**Run 1: cells colored by class**

Fill, decap, tap and diode cells in gray.
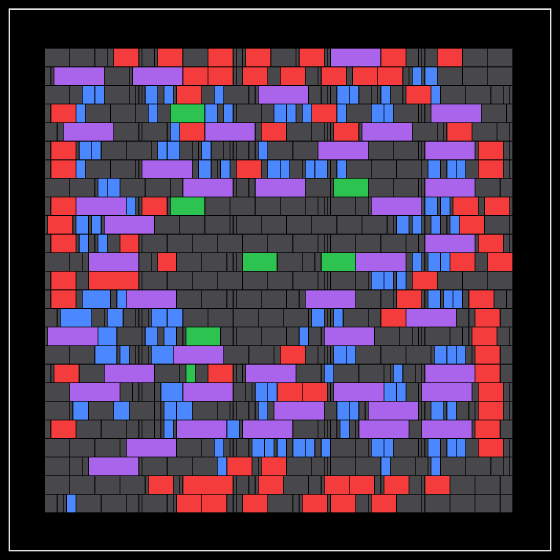
**Run 1: clock wiring as the flow saved it**

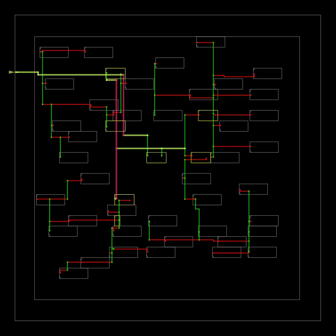
**Run 1: sequential cells colored by netlist name**

The bar under the picture is 20 µm long. Other sequential cells in the stronger gray, the rest of the logic in the fainter gray.
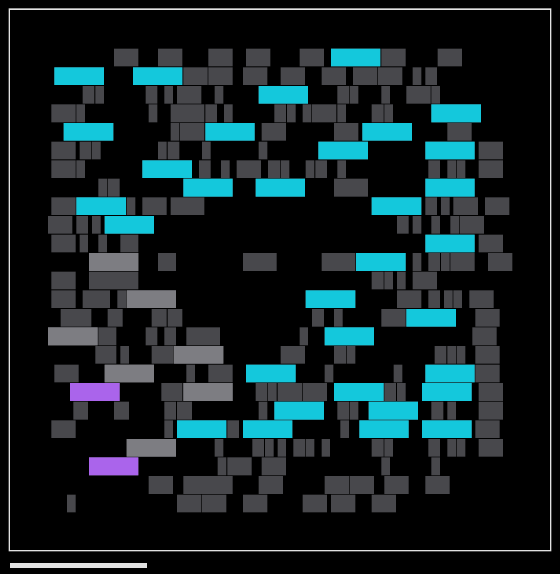
**src/rtl/cdc_pkg.sv**
```systemverilog
// Shared types and constants for the toggle req/ack CDC handshake blocks.
package cdc_pkg;

  typedef enum logic [1:0] {HS_IDLE, HS_SETUP, HS_WAIT} hs_tx_state_e;

  localparam int HS_SYNC_STAGES = 2;

endpackage

```
**src/rtl/sync_2dff.sv**
```systemverilog
// Two-flop level synchroniser with an optional simulation-only glitch monitor
// that flags an input toggling back before the first toggle reached the output.
module sync_2dff
  import cdc_pkg::*;
#(
  parameter int SYNTHESIS             = 0,
  parameter int ENABLE_GLITCH_MONITOR = 0
) (
  input  logic clk_i,
  input  logic rstn_i,
  input  logic d_i,
  output logic q_o,
  output logic glitch_o
);

  logic [HS_SYNC_STAGES-1:0] ff;

  always_ff @(posedge clk_i) begin
    if (!rstn_i) ff <= '0;
    else         ff <= {ff[HS_SYNC_STAGES-2:0], d_i};
  end

  assign q_o = ff[HS_SYNC_STAGES-1];

  generate
    if (ENABLE_GLITCH_MONITOR != 0 && SYNTHESIS == 0) begin : g_mon
      logic glitch;
      // Stage 0 already differs from the output and the input has moved again.
      always_ff @(posedge clk_i) begin
        if (!rstn_i)                              glitch <= 1'b0;
        else if ((ff[0] != ff[1]) && (d_i != ff[0])) glitch <= 1'b1;
      end
      assign glitch_o = glitch;
    end else begin : g_nomon
      assign glitch_o = 1'b0;
    end
  endgenerate

endmodule

```
**src/rtl/cdc_hs_tx.sv**
```systemverilog
// Transmit side of a two-phase toggle req/ack CDC handshake: capture, settle,
// toggle req, then wait for the synchronised ack toggle before the next word.
module cdc_hs_tx
  import cdc_pkg::*;
#(
  parameter int DATA_WIDTH            = 32,
  parameter int TIMEOUT_CYCLES        = 0,
  parameter int SYNTHESIS             = 0,
  parameter int ENABLE_GLITCH_MONITOR = 0
) (
  input  logic                  clk_i,
  input  logic                  rst_i,
  input  logic                  valid_i,
  output logic                  ready_o,
  input  logic [DATA_WIDTH-1:0] data_i,
  output logic [DATA_WIDTH-1:0] data_o,
  output logic                  req_o,
  input  logic                  ack_i,
  output logic                  done_o,
  output logic                  timeout_o,
  output logic                  proto_err_o
);

  localparam int CW = (TIMEOUT_CYCLES > 0) ? $clog2(TIMEOUT_CYCLES + 1) : 1;
  localparam logic [CW-1:0] TO_LAST = CW'((TIMEOUT_CYCLES == 0) ? 0 : TIMEOUT_CYCLES - 1);
  localparam logic [CW-1:0] TO_MAX  = CW'(TIMEOUT_CYCLES);

  hs_tx_state_e          state, state_n;
  logic [DATA_WIDTH-1:0] data_n;
  logic [CW-1:0]         cnt, cnt_n;
  logic                  req_n, done_n, timeout_n, ready_n, proto_n;
  logic                  ack_s, ack_prev, glitch;

  sync_2dff #(
    .SYNTHESIS            (SYNTHESIS),
    .ENABLE_GLITCH_MONITOR(ENABLE_GLITCH_MONITOR)
  ) u_ack_sync (
    .clk_i   (clk_i),
    .rstn_i  (~rst_i),
    .d_i     (ack_i),
    .q_o     (ack_s),
    .glitch_o(glitch)
  );

  always_ff @(posedge clk_i) begin
    if (rst_i) begin
      state       <= HS_IDLE;
      data_o      <= '0;
      req_o       <= 1'b0;
      cnt         <= '0;
      ack_prev    <= 1'b0;
      ready_o     <= 1'b0;
      done_o      <= 1'b0;
      timeout_o   <= 1'b0;
      proto_err_o <= 1'b0;
    end else begin
      state       <= state_n;
      data_o      <= data_n;
      req_o       <= req_n;
      cnt         <= cnt_n;
      ack_prev    <= ack_s;
      ready_o     <= ready_n;
      done_o      <= done_n;
      timeout_o   <= timeout_n;
      proto_err_o <= proto_n;
    end
  end

  always_comb begin
    state_n   = state;
    data_n    = data_o;
    req_n     = req_o;
    cnt_n     = cnt;
    done_n    = 1'b0;
    timeout_n = 1'b0;
    case (state)
      HS_IDLE: begin
        if (valid_i && ready_o) begin
          data_n  = data_i;
          state_n = HS_SETUP;
        end
      end
      HS_SETUP: begin
        req_n   = ~req_o;
        cnt_n   = '0;
        state_n = HS_WAIT;
      end
      HS_WAIT: begin
        // Completion takes priority over a coincident timeout.
        if (ack_s == req_o) begin
          done_n  = 1'b1;
          cnt_n   = '0;
          state_n = HS_IDLE;
        end else begin
          if (TIMEOUT_CYCLES != 0 && cnt == TO_LAST) timeout_n = 1'b1;
          if (cnt != TO_MAX) cnt_n = cnt + CW'(1);
        end
      end
      default: state_n = HS_IDLE;
    endcase
    ready_n = (state_n == HS_IDLE);
    proto_n = proto_err_o | glitch | ((ack_s != ack_prev) && (state != HS_WAIT));
  end

endmodule

```
**config.mk**
```make
export PLATFORM = sky130hd
export DESIGN_NAME = cdc_hs_tx
export DESIGN_NICKNAME = d
export VERILOG_FILES = /design/src/rtl/cdc_pkg.sv /design/src/rtl/sync_2dff.sv /design/src/rtl/cdc_hs_tx.sv
export SDC_FILE = /design/constraint.sdc
export NUM_CORES = 1
export LEC_CHECK = 0
export CORE_MARGIN = 5
export CORE_UTILIZATION = 30
export CTS_CLUSTER_DIAMETER = 30
export DETAILED_ROUTE_END_ITERATION = 6
export HOLD_SLACK_MARGIN = 0.05
export PLACE_DENSITY_LB_ADDON = 0.25
export SLEW_MARGIN = 20
export SYNTH_ARGS = -nofsm -noshare
export SYNTH_HDL_FRONTEND = slang
export SYNTH_SLANG_ARGS = --single-unit
```
**constraint.sdc**
```tcl
create_clock -name clk_i -period 1.8 [get_ports clk_i]
set_input_delay 0.36 -clock clk_i [delete_from_list [all_inputs] [get_ports clk_i]]
set_output_delay 0.36 -clock clk_i [all_outputs]
set_load 0.005 [all_outputs]
```
==> impl_metrics.json, run 1 <==
{
  "flop_cell": "dfxtp_1",
  "drive_above_1_share_pct": 4.60,
  "hold_violations": 0,
  "reg.largest.list": "data_o (32), state (2), u_ack_sync.ff (2)",
  "ir_worst_vdd_v": 0.000352,
  "yosys_area_um2": 1430,
  "fmax_ghz": 0.645,
  "swShare_pct": 22.3,
  "area_growth_pct": 58.7,
  "tns_ps": 0,
  "top_register": "data_o",
  "grt_max_degree": 42,
  "buffers": 75,
  "path_clk_slew_ps": 70,
  "pwr-share-comb_pct": 15.4,
  "fin_ws_ps": 251,
  "cts_setup_buffers": 0,
  "critPathCapture": "req_o",
  "grt-ovfl-total": 0,
  "p_switching_uw": 412,
  "cts_hold_buf": 0,
  "place_ws_ps": 228,
  "r2r_start": "state[1]",
  "power-top-group": "registers",
  "cts_tree": "done",
  "nonClockInverterCount": 0,
  "comb-power_uw": 284,
  "maxCapViolCount": 0,
  "grt_use_met2_pct": 19.4,
  "logic_area_um2": 529,
  "num-multi-input-gates": 116,
  "comb_share_pct": 23.3,
  "diodes": 0,
  "die_w_um": 79.0,
  "synthCells": 170,
  "dr.max_layer_used": "met4",
  "path_delay_family": "buffers and inverters",
  "grt_pass1_vias": 1263,
  "top_usage_layer": "met2",
  "power_density_nw_per_um2": 814,
  "buf_share_pct": 33.7,
  "outcome": "finished clean",
  "fp_nets": 206,
  "ctsResizeCount": 0,
  "synthArstFlopShare_pct": 0,
  "setup_viol": 0,
  "cp_cell_sequence": "clkdlybuf4s50_1",
  "yosys-top-cells-area": "dfxtp_1, nand2_1, a21oi_1",
  "powerClk_uw": 588,
  "final_nets": 275,
  "taps": 54,
  "place_inst": 286,
  "biggestCellCategory": "registers",
  "wl_met1_um": 1510,
  "netlist_logic_family_top": "simple AND/OR/NAND/NOR gates",
  "drt-vias-per-instance": 4.46,
  "worstPathArrival_ps": 1190,
  "slew_viol_final": 0,
  "edf_count": 0,
  "worstHoldPathCells": 2,
  "io_pins": 73,
  "wl_per_cell_um": 11.7,
  "power.share.clock_pct": 31.8,
  "drt_wl_total_um": 3430,
  "grt.total_usage_pct": 11.1,
  "lay_top_count": "clkdlybuf4s50_1",
  "vias": 1307,
  "post-route-period-util_pct": 86.1,
  "grt.met3_usage_pct": 3.29,
  "drc_errors": 0,
  "ys_sh_aoi_pct": 11.9,
  "synthXorXnorAreaFrac_pct": 1.84,
  "syn_avg_cell_area_um2": 8.41,
  "startpoint_type": "flop",
  "rsz0062_at_grt": "false",
  "largest_reg_flops": 32,
  "ant_nets": 0,
  "portBuffers": 71,
  "regArea_um2": 821,
  "total_leakage_power_nw": 0.818,
  "most_common_cell": "nand2_1",
  "p_int_mw": 1.44,
  "crit_path_end_kind": "primary output",
  "top_cells_by_count": "nand2_1, dfxtp_1, a21oi_1, nor2b_1",
  "grt_pass1_wl_um": 5600,
  "hold_class": "reg2reg",
  "cp_num_buf_inv": 1,
  "worstReg2RegEnd": "data_o[17]",
  "fp_util_pct": 30.7
}
About 'cells colored by class':
| class | color | cells |
|---|---|---|
| clock drivers and dummy loads | green | 7 |
| other buffers and delay cells | red | 75 |
| flops | purple | 41 |
| combinational and other logic | blue | 116 |
final core utilization: 48.7%
Final Instance Area: 2270 µm²
core footprint: 4660 µm²
Rows: 25
fraction of area in registers: 36.2%

About 'clock wiring as the flow saved it':
sequential cell count: 41
Final Skew: 3.64 ps
CTS Buf Count: 5
CTS sink cnt: 41

About 'sequential cells colored by netlist name':
| name in the netlist | color | placed flops |
|---|---|---|
| data_o | cyan | 32 |
| u_ack_sync.ff | purple | 2 |
not colored: 7

==> run 2, diff against run 1 <==
- CORE_UTILIZATION: 30 -> 42
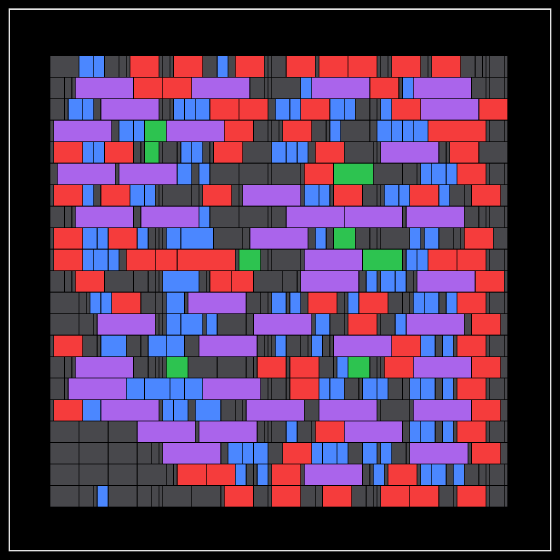
**Above:** run 2 (cells colored by class).
Fill, decap, tap and diode cells in gray.
| class | color | cells |
|---|---|---|
| clock drivers and dummy loads | green | 8 |
| other buffers and delay cells | red | 76 |
| flops | purple | 41 |
| combinational and other logic | blue | 116 |
Final Instance Area: 2250 µm²
fraction of area in registers: 36.5%
core footprint: 3310 µm²
Rows: 21
final core utilization: 68.0%

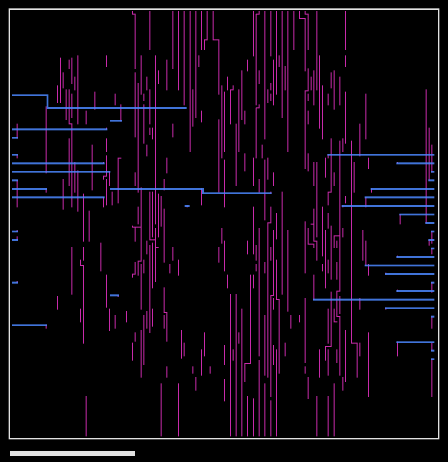
**Above:** run 2 (metal layers overlaid).
The bar under the picture is 20 µm long. Two of the layers only.
| layer | color | wire length |
|---|---|---|
| metal 3 | blue | 262 µm |
| metal 2 | magenta | 1640 µm |
drt total wl: 3410 µm
drt wl/cell: 11.9 µm

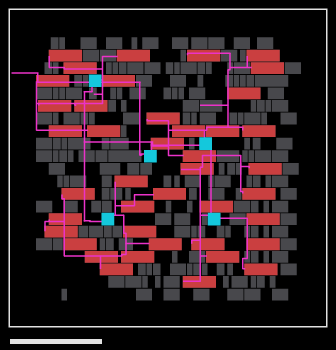
**Above:** run 2 (clock distribution).
The bar under the picture is 20 µm long.
[clock drivers] cyan | count: 5
[clock wires] magenta | length: 428 µm
[flip-flops] red | count: 41
routed clock nets: 6

==> run 2 against run 1 <==
- fmax shrank 3.5%
- cell count is 2.0% lower
- non-clock buffer count is 1 higher
- die area fell by 25%
- routed wire length decreased by 0.58%
- sequential power barely moved
- core utilization up 19 points
- synthesized cell count is the same
- clock power down 15%
- area after synthesis unchanged
- critical path type unchanged
- largest cell class unchanged
==> impl_metrics.json, run 2 <==
{
  "grt.total_usage_pct": 15.3,
  "first_iter_violations": 67,
  "path_delay_family": "buffers and inverters",
  "clock-sinks": 41,
  "post-route-period-util_pct": 89.2,
  "lay_top_count": "clkdlybuf4s50_1",
  "dp_hpwl_um": 2490,
  "crit_path_end_kind": "primary output",
  "most_common_cell": "nand2_1",
  "insertion_delay_ps": 340,
  "top_register": "data_o",
  "hold_violations": 0,
  "fp_nets": 206,
  "comb-power_uw": 286,
  "ant_nets": 0,
  "power_density_nw_per_um2": 783,
  "hold_class": "reg2reg",
  "synthXorXnorAreaFrac_pct": 1.84,
  "cts-buffers-inserted": 5,
  "cts_buffer_depth": 2,
  "ir_worst_vdd_v": 0.000468,
  "place_ws_ps": 205,
  "flop-count": 41,
  "pwr-share-comb_pct": 16.2,
  "nonClockInverterCount": 0,
  "final_nets": 276,
  "worstPathArrival_ps": 1240,
  "synthCells": 170,
  "edf_count": 0,
  "grt_use_met2_pct": 25.4,
  "path_clk_slew_ps": 100,
  "power.share.clock_pct": 28.4,
  "top_cells_by_count": "nand2_1, dfxtp_1, a21oi_1, nor2b_1",
  "synthArstFlopShare_pct": 0,
  "drive_above_1_share_pct": 5.81,
  "tns_ps": 0,
  "cts_hold_buf": 0,
  "comb_share_pct": 23.5,
  "p_int_mw": 1.36,
  "critPathCapture": "req_o",
  "wl_met1_um": 1470,
  "vias": 1289,
  "regArea_um2": 821,
  "syn_avg_cell_area_um2": 8.41,
  "gp_congestion": 0.628,
  "cts_setup_buffers": 0,
  "maxCapViolCount": 0,
  "io_pins": 73,
  "yosysTopAreaCell": "dfxtp_1",
  "cp_cell_sequence": "clkdlybuf4s50_1",
  "ys_sh_aoi_pct": 11.9,
  "grt-ovfl-total": 0,
  "fill_cells": 296,
  "logic_area_um2": 529,
  "place_inst": 279,
  "r2r_cells": 4,
  "die_w_um": 68.4,
  "area_growth_pct": 57.4,
  "ctsResizeCount": 0,
  "startpoint_type": "flop",
  "placed_cell_area_um2": 2180,
  "reg.largest.list": "data_o (32), state (2), u_ack_sync.ff (2)",
  "fin_ws_ps": 195,
  "outcome": "finished clean",
  "drc_errors": 0,
  "setup_viol": 0,
  "synthMuxAreaShare_pct": 0,
  "fp_util_pct": 43.2,
  "die_area_um2": 4670,
  "total_leakage_power_nw": 0.820,
  "dr.max_layer_used": "met4",
  "p_switching_uw": 403,
  "power-top-group": "registers",
  "powerClk_uw": 501,
  "cts_tree": "done",
  "worstHoldPathCells": 1,
  "synth_top_area_share_pct": 57.4,
  "fmax_ghz": 0.623,
  "grt.met3_usage_pct": 5.75,
  "log.warning_count": 26,
  "rsz0062_at_grt": "false",
  "die_y_um": 68.4,
  "final-clk-cell-share_pct": 3.11,
  "num-multi-input-gates": 116,
  "top_usage_layer": "met2",
  "buf_share_pct": 34.4,
  "r2r_start": "state[1]",
  "portBuffers": 71,
  "grt_pass1_vias": 1217,
  "yosys-top-cells-area": "dfxtp_1, nand2_1, a21oi_1",
  "finClkSkew_ps": 7.94,
  "diodes": 0,
  "r2r_setup_slack_ps": 670,
  "grt_max_degree": 42,
  "slew_viol_final": 0,
  "most-common-layout-cells": "clkdlybuf4s50_1, nand2_1, dfxtp_1",
  "largest_reg_flops": 32,
  "grt_pass1_wl_um": 5290,
  "cp_num_buf_inv": 1,
  "flop_cell": "dfxtp_1",
  "biggestCellCategory": "registers",
  "worstReg2RegEnd": "data_o[19]",
  "htree_num_levels": 2,
  "netlist_logic_family_top": "simple AND/OR/NAND/NOR gates",
  "min_to": "u_ack_sync.ff[1]",
  "yosys_area_um2": 1430,
  "swShare_pct": 22.9,
  "buffers": 76,
  "taps": 46,
  "drt-vias-per-instance": 4.49,
  "worstHoldStart": "u_ack_sync.ff[0]"
}
Power and IR drop assume default switching activity.
